==> config.mk <==
export PLATFORM = sky130hd
export DESIGN_NAME = cpu_ctrl
export DESIGN_NICKNAME = d
export VERILOG_FILES = /design/src/rtl/cpu_ctrl_pkg.sv /design/src/rtl/cpu_ctrl_jump_unit.sv /design/src/rtl/cpu_ctrl.sv
export SDC_FILE = /design/constraint.sdc
export NUM_CORES = 1
export LEC_CHECK = 0
export CORE_UTILIZATION = 47
export CTS_CLUSTER_SIZE = 24
export DETAILED_ROUTE_END_ITERATION = 8
export HOLD_SLACK_MARGIN = 0.08
export PLACE_DENSITY_LB_ADDON = 0.3
export SLEW_MARGIN = 20
export SYNTH_ARGS = -nofsm -noshare
export SYNTH_HDL_FRONTEND = slang
export SYNTH_SLANG_ARGS = --single-unit
==> constraint.sdc <==
create_clock -name clk -period 3.5 [get_ports clk]
set_input_delay 0.35 -clock clk [delete_from_list [all_inputs] [get_ports clk]]
set_output_delay 0.35 -clock clk [all_outputs]
set_load 0.02 [all_outputs]
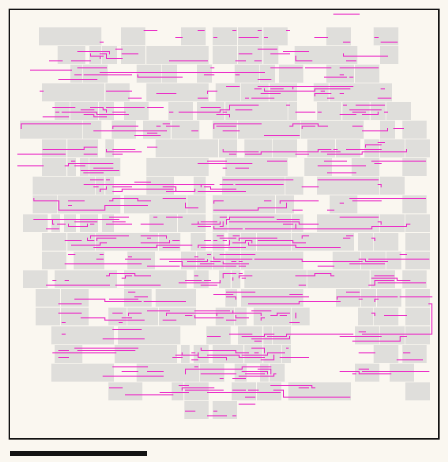
Figure 1: run 1, the metal 1 layer.
Scale bar: 20 um. Cells faint in the background.
wire length on this layer: 1450 um
share of all routed wire: 41%
Via Count: 1282
met1 Use GR: 0.230
post-detailed-routing wire length: 3580 um

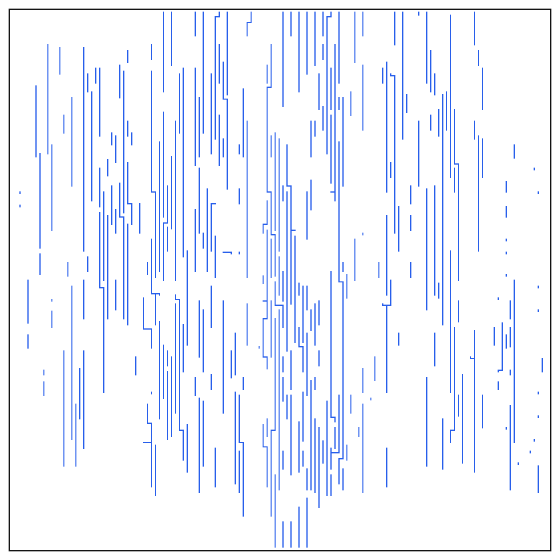
Figure 2: run 1, met2 routing.
main direction: vertical
share of all routed wire: 51%
nets with wire on the layer: 205
Global Route met2 Usage: 0.371

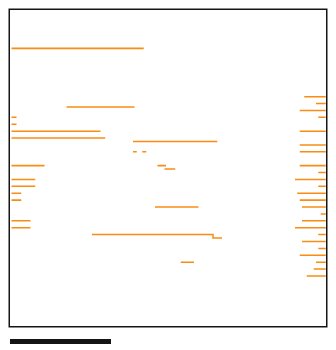
Figure 3: run 1, signal wires on met3.
Scale bar: 20 um.
share of all routed wire: 6.7%
main direction: horizontal
longest straight run: 25.8 um
M3 GR Usage: 0.0680

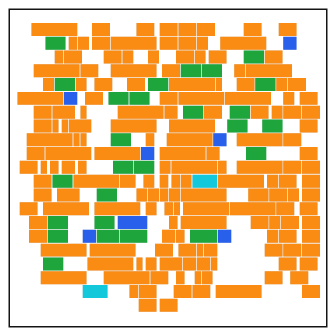
Figure 4: run 1, cell sizes after repair.
| size | color | cells | share | most used |
|---|---|---|---|---|
| drive 2 | green | 26 | 13% | mux2_2 |
| drive 6 and up | cyan | 2 | 0.99% | clkbuf_8 |
| drive 1 or less | orange | 167 | 83% | clkdlybuf4s50_1 |
| drive 3 to 4 | blue | 7 | 3.5% | clkbuf_4 |
Non-clk bufs: 63
Worst Setup Slack, final: 924 ps

==> results.tsv, run 1 <==
metric	value	unit
Reg2Reg Depth	4	
Synth cell types	26	
PwrDens	915	mW/mm^2
area share, top type	0.512	
Multiplexer share	0.199	
vias in the first global route	1286	
All-Layer GR Usage	0.206	
ys flop type	dfrtp_1	
Slew Limit Fails	0	
xor+xnor area frac	0	
max-cap violations	0	
DIE WIDTH	62.3	um
yosys warns	0	
Routed Antenna Nets	0	
starting DRC count in detailed routing	33	
Max IR drop VDD	0.574	mV
Syn Area/Cell	12.0	sq um
CP peak stage delay	620	ps
clk ins delay skew pair	330	ps
ys cells	142	
setup tns final	0	ps
R2R setup slack	1650	ps
CP arrival	2230	ps
final tally of setup violations	0	
Synth Area in Adders	0.0293	
final instance area	0.00240	sq mm
Worst setup EP type	output pin	
Core Rows	21	
final hold violations	0	
DRC viols	0	
top cells, area	dfrtp_1 (51%), mux2_2 (15%), mux2i_1 (4.1%)	
most numerous logic cells after layout	clkdlybuf4s50_1 (62), dfrtp_1 (35), mux2_2 (23)	
PostCTS Resize Cnt	0	
GP Congestion	0.748	
crit path time final	2580	ps
Post-Synth AOI/OAI Area	0.0988	
Largest logic family	multiplexers	
total gr overflow	0	
Place WS	1260	ps
worst slew pin tran	637	ps
fin crit share	0.736	
Inserted Clock Buffers	5	
share of cells above drive strength 1	0.173	
hold_ws	415	ps
RSZ-0062 raised after global routing	false	
commonest cells in the netlist	dfrtp_1 (35), mux2_2 (23), and2_1 (11), a21oi_1 (8), mux2i_1 (7)	
Hold Crit Class	input pin to async pin	
wire length of the first global-routing pass	6160	um
clk slew on worst S/H paths	100	ps
Post-synth EDFFs	0	
most common cell in the netlist	dfrtp_1	
Setup crit start kind	flip-flop	
gr busiest metal	met2	
DRT Pass-1 Iters	4	
FP Util	0.500	
CP Max Fanout	21	
max reg flops	13	
nets@finish	234	
final std cells w/o fill	248	
Data required, critical path	3150	ps
cts hold-fix bufs	0	
and+or+nand+nor area frac	0.116	
fmax	0.388	GHz
crit path cell chain	inv_1 -> ha_1 -> and2_1 -> clkdlybuf4s50_1	
HPWL Detailed	2670	um
cell type with the largest total area after synthesis	dfrtp_1	
Via density	5.17	
IO Pins	65	
CTS tree	done	
Post-CTS Setup Bufs	0	
critical path class	flip-flop to output pin	
initial antenna violation count	0	
dpl cell area	0.00233	sq mm
Power, Total	2.20	mW
chip area in the Yosys report	0.00171	sq mm
vertical die size	62.3	um
fillcell total	250	
Syn Nets	175	
buffers added on ports	62	
most numerous logic cell after layout	clkdlybuf4s50_1	
status	completed	
routed len/inst	14.4	um
diode count	0	
# clock sinks	35	
largest net degree at the start of global routing	36	
core outline area	0.00342	sq mm
FFs w/ async S/R, synth	1.00	
-- run 1: worst max-delay path, delay by kind of cell, from the launching register on --
kind / cells / cell delay [ps]
adders and majority gates: 1 / 560
DFF: 1 / 400
and+or+nand+nor: 1 / 220
buffers and inverters: 2 / 710
-- run 1: routing by layer --
metal	vias to the layer above	wire length, um
li1	617	-
met1	610	1450
met2	49	1840
met3	6	240
met4	0	45
met5	-	0
-- run 1: where the power goes --
part           switching (mW)  internal (mW)
Sequential              0.211          0.609
Combinational           0.521          0.612
Clock                   0.125          0.118
-- run 1: layout make-up --
class	count	area (sq um)	share of cell area
timing repair buffer	63	628	0.261
inverter	4	15.0	0.00625
tap	46	57.6	0.0240
sequential	35	876	0.365
multi-input combinational	92	757	0.315
clock buffer	8	68.8	0.0286
==> run 2, diff against run 1 <==
CORE_UTILIZATION = 44   (was 47)
clock period = 2.45 ns   (was 3.5 ns; I/O delays follow)
==> results.tsv, run 2 <==
metric	value	unit	change
CTS tree	done		
commonest cells in the netlist	dfrtp_1 (35), mux2_2 (23), and2_1 (11), a21oi_1 (8), mux2i_1 (7)		
Non-clock buffer share	0.263		+0.00200
n_taps	48		+4.3%
Core Rows	22		+4.8%
status	completed		
most common cell in the netlist	dfrtp_1		
Multi-In Gates	92		unchanged
largest class	sequential cells		
top cells, area	dfrtp_1 (51%), mux2_2 (15%), mux2i_1 (4.1%)		
Routed Antenna Nets	0		unchanged
R2R setup slack	740	ps	-910 ps
vertical die size	64.3	um	+3.2%
Syn Nets	175		unchanged
HPWL Detailed	2690	um	+0.96%
clock buffer count	6		-2
Critical path buffers and inverters	2		unchanged
routed len/inst	14.2	um	-1.6%
Reg2Reg Depth	4		unchanged
sequential cell area	876	sq um	unchanged
Multiplexer share	0.199		unchanged
area share, top type	0.512		unchanged
yosys warns	0		unchanged
PwrDens	1320	mW/mm^2	+45%
cell type with the largest total area after synthesis	dfrtp_1		
All-Layer GR Usage	0.193		-0.0128
starting DRC count in detailed routing	32		-3.0%
Clock-cell share	0.0359		+0.00723
cts hold-fix bufs	0		unchanged
buffers added on ports	62		unchanged
Largest logic family	multiplexers		
hold_ws	359	ps	-55.9 ps
setup tns final	0	ps	unchanged
most numerous logic cell after layout	clkdlybuf4s50_1		
initial antenna violation count	0		unchanged
Slew Limit Fails	0		unchanged
Gate Area	759	sq um	+0.33%
diode count	0		unchanged
invs w/o clock	4		unchanged
Synth cell types	26		unchanged
CP arrival	1950	ps	-280 ps
Crit path depth	4		unchanged
Hold Crit Class	input pin to async pin		
vias in the first global route	1232		-4.2%
Non-clk bufs	65		+3.2%
critical path class	flip-flop to output pin		
fin crit share	0.895		
largest net degree at the start of global routing	36		unchanged
worst slew pin tran	620	ps	-17.0 ps
Place WS	382	ps	-874 ps
share of cells above drive strength 1	0.187		+0.0139
clk slew on worst S/H paths	60	ps	-40 ps
nets@finish	236		+0.85%
final hold violations	0		unchanged
most numerous logic cells after layout	clkdlybuf4s50_1 (62), dfrtp_1 (35), mux2_2 (23)		
CP top delay family	buffers and inverters		
xor+xnor area frac	0		unchanged
CP Max Fanout	19		-9.5%
Seq area share	0.359		-0.00579
ys flop type	dfrtp_1		
DRT Pass-1 Iters	3		-1
and+or+nand+nor area frac	0.116		unchanged
total gr overflow	0		unchanged
Via Count	1282		unchanged
Synth Area in Adders	0.0293		unchanged
max-cap violations	0		unchanged
RSZ-0062 raised after global routing	false		
chip area in the Yosys report	0.00171	sq mm	unchanged
CP peak stage delay	610	ps	about the same
Post-synth EDFFs	0		unchanged
run 2: cell counts after synthesis:
Identical to the previous run, type by type.
run 2: metal layers:
layer  vias to the layer above  share of wire  GRT usage
met4                         0          0.015     0.0667
met1                       623           0.44      0.234
met3                         5          0.043     0.0554
met2                        39           0.50      0.328
li1                        615              -          -
met5                         -              0          0
run 2: per-stage QoR:
step	power, mW	std cells	cell area, sq um
global route	3.44	251	2440
global placement	2.75	244	2350
floorplan	2.19	142	1710
detailed placement	2.84	244	2350
CTS	3.26	251	2440
finish	3.23	251	2440
run 2: power by group:
part / switching, mW / internal [mW]
Combinational: 0.757 / 0.886
Clock: 0.187 / 0.220
Sequential: 0.308 / 0.873
run 2: worst register-to-register path, cell delays in order (launching register included):
cell,delay [ps]
dfrtp_1,400
inv_1,100
ha_1,230
nand2_1,400
mux2_1,460
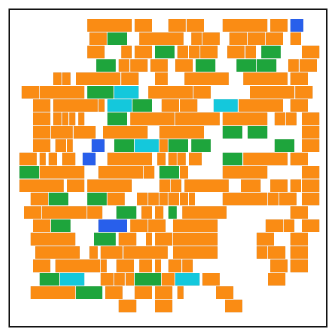
Figure 5: run 2, cell sizes after repair.
| size | color | cells | share | most used |
|---|---|---|---|---|
| drive 6 and up | cyan | 6 | 3.0% | clkbuf_8 |
| drive 3 to 4 | blue | 4 | 2.0% | buf_4 |
| drive 1 or less | orange | 165 | 81% | clkdlybuf4s50_1 |
| drive 2 | green | 28 | 14% | mux2_2 |
final instance area: 0.00244 sq mm
area grow syn2layout: 42.8%
Worst Setup Slack, final: 258 ps

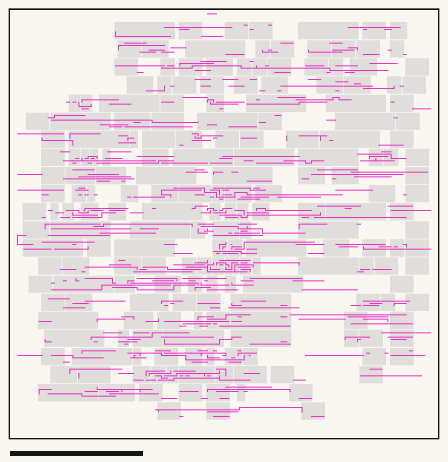
Figure 6: run 2, the metal 1 layer.
Scale bar: 20 um. Cells faint in the background.
share of all routed wire: 44%
nets with wire on the layer: 198
longest straight run: 17.5 um
wire length on this layer: 1570 um
post-detailed-routing wire length: 3570 um
met1 Use GR: 0.234

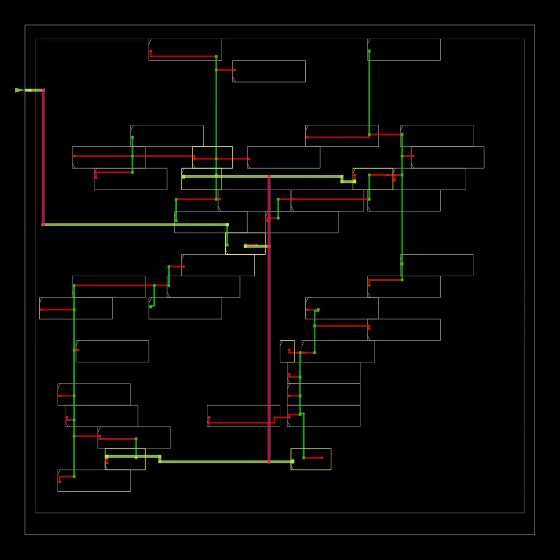
Figure 7: run 2, clock routing.
Clock Power: 0.407 mW
Inserted Clock Buffers: 5
Clock Skews: 3.16 ps
registers: 35
# clock sinks: 35

Power and IR drop assume default switching activity.
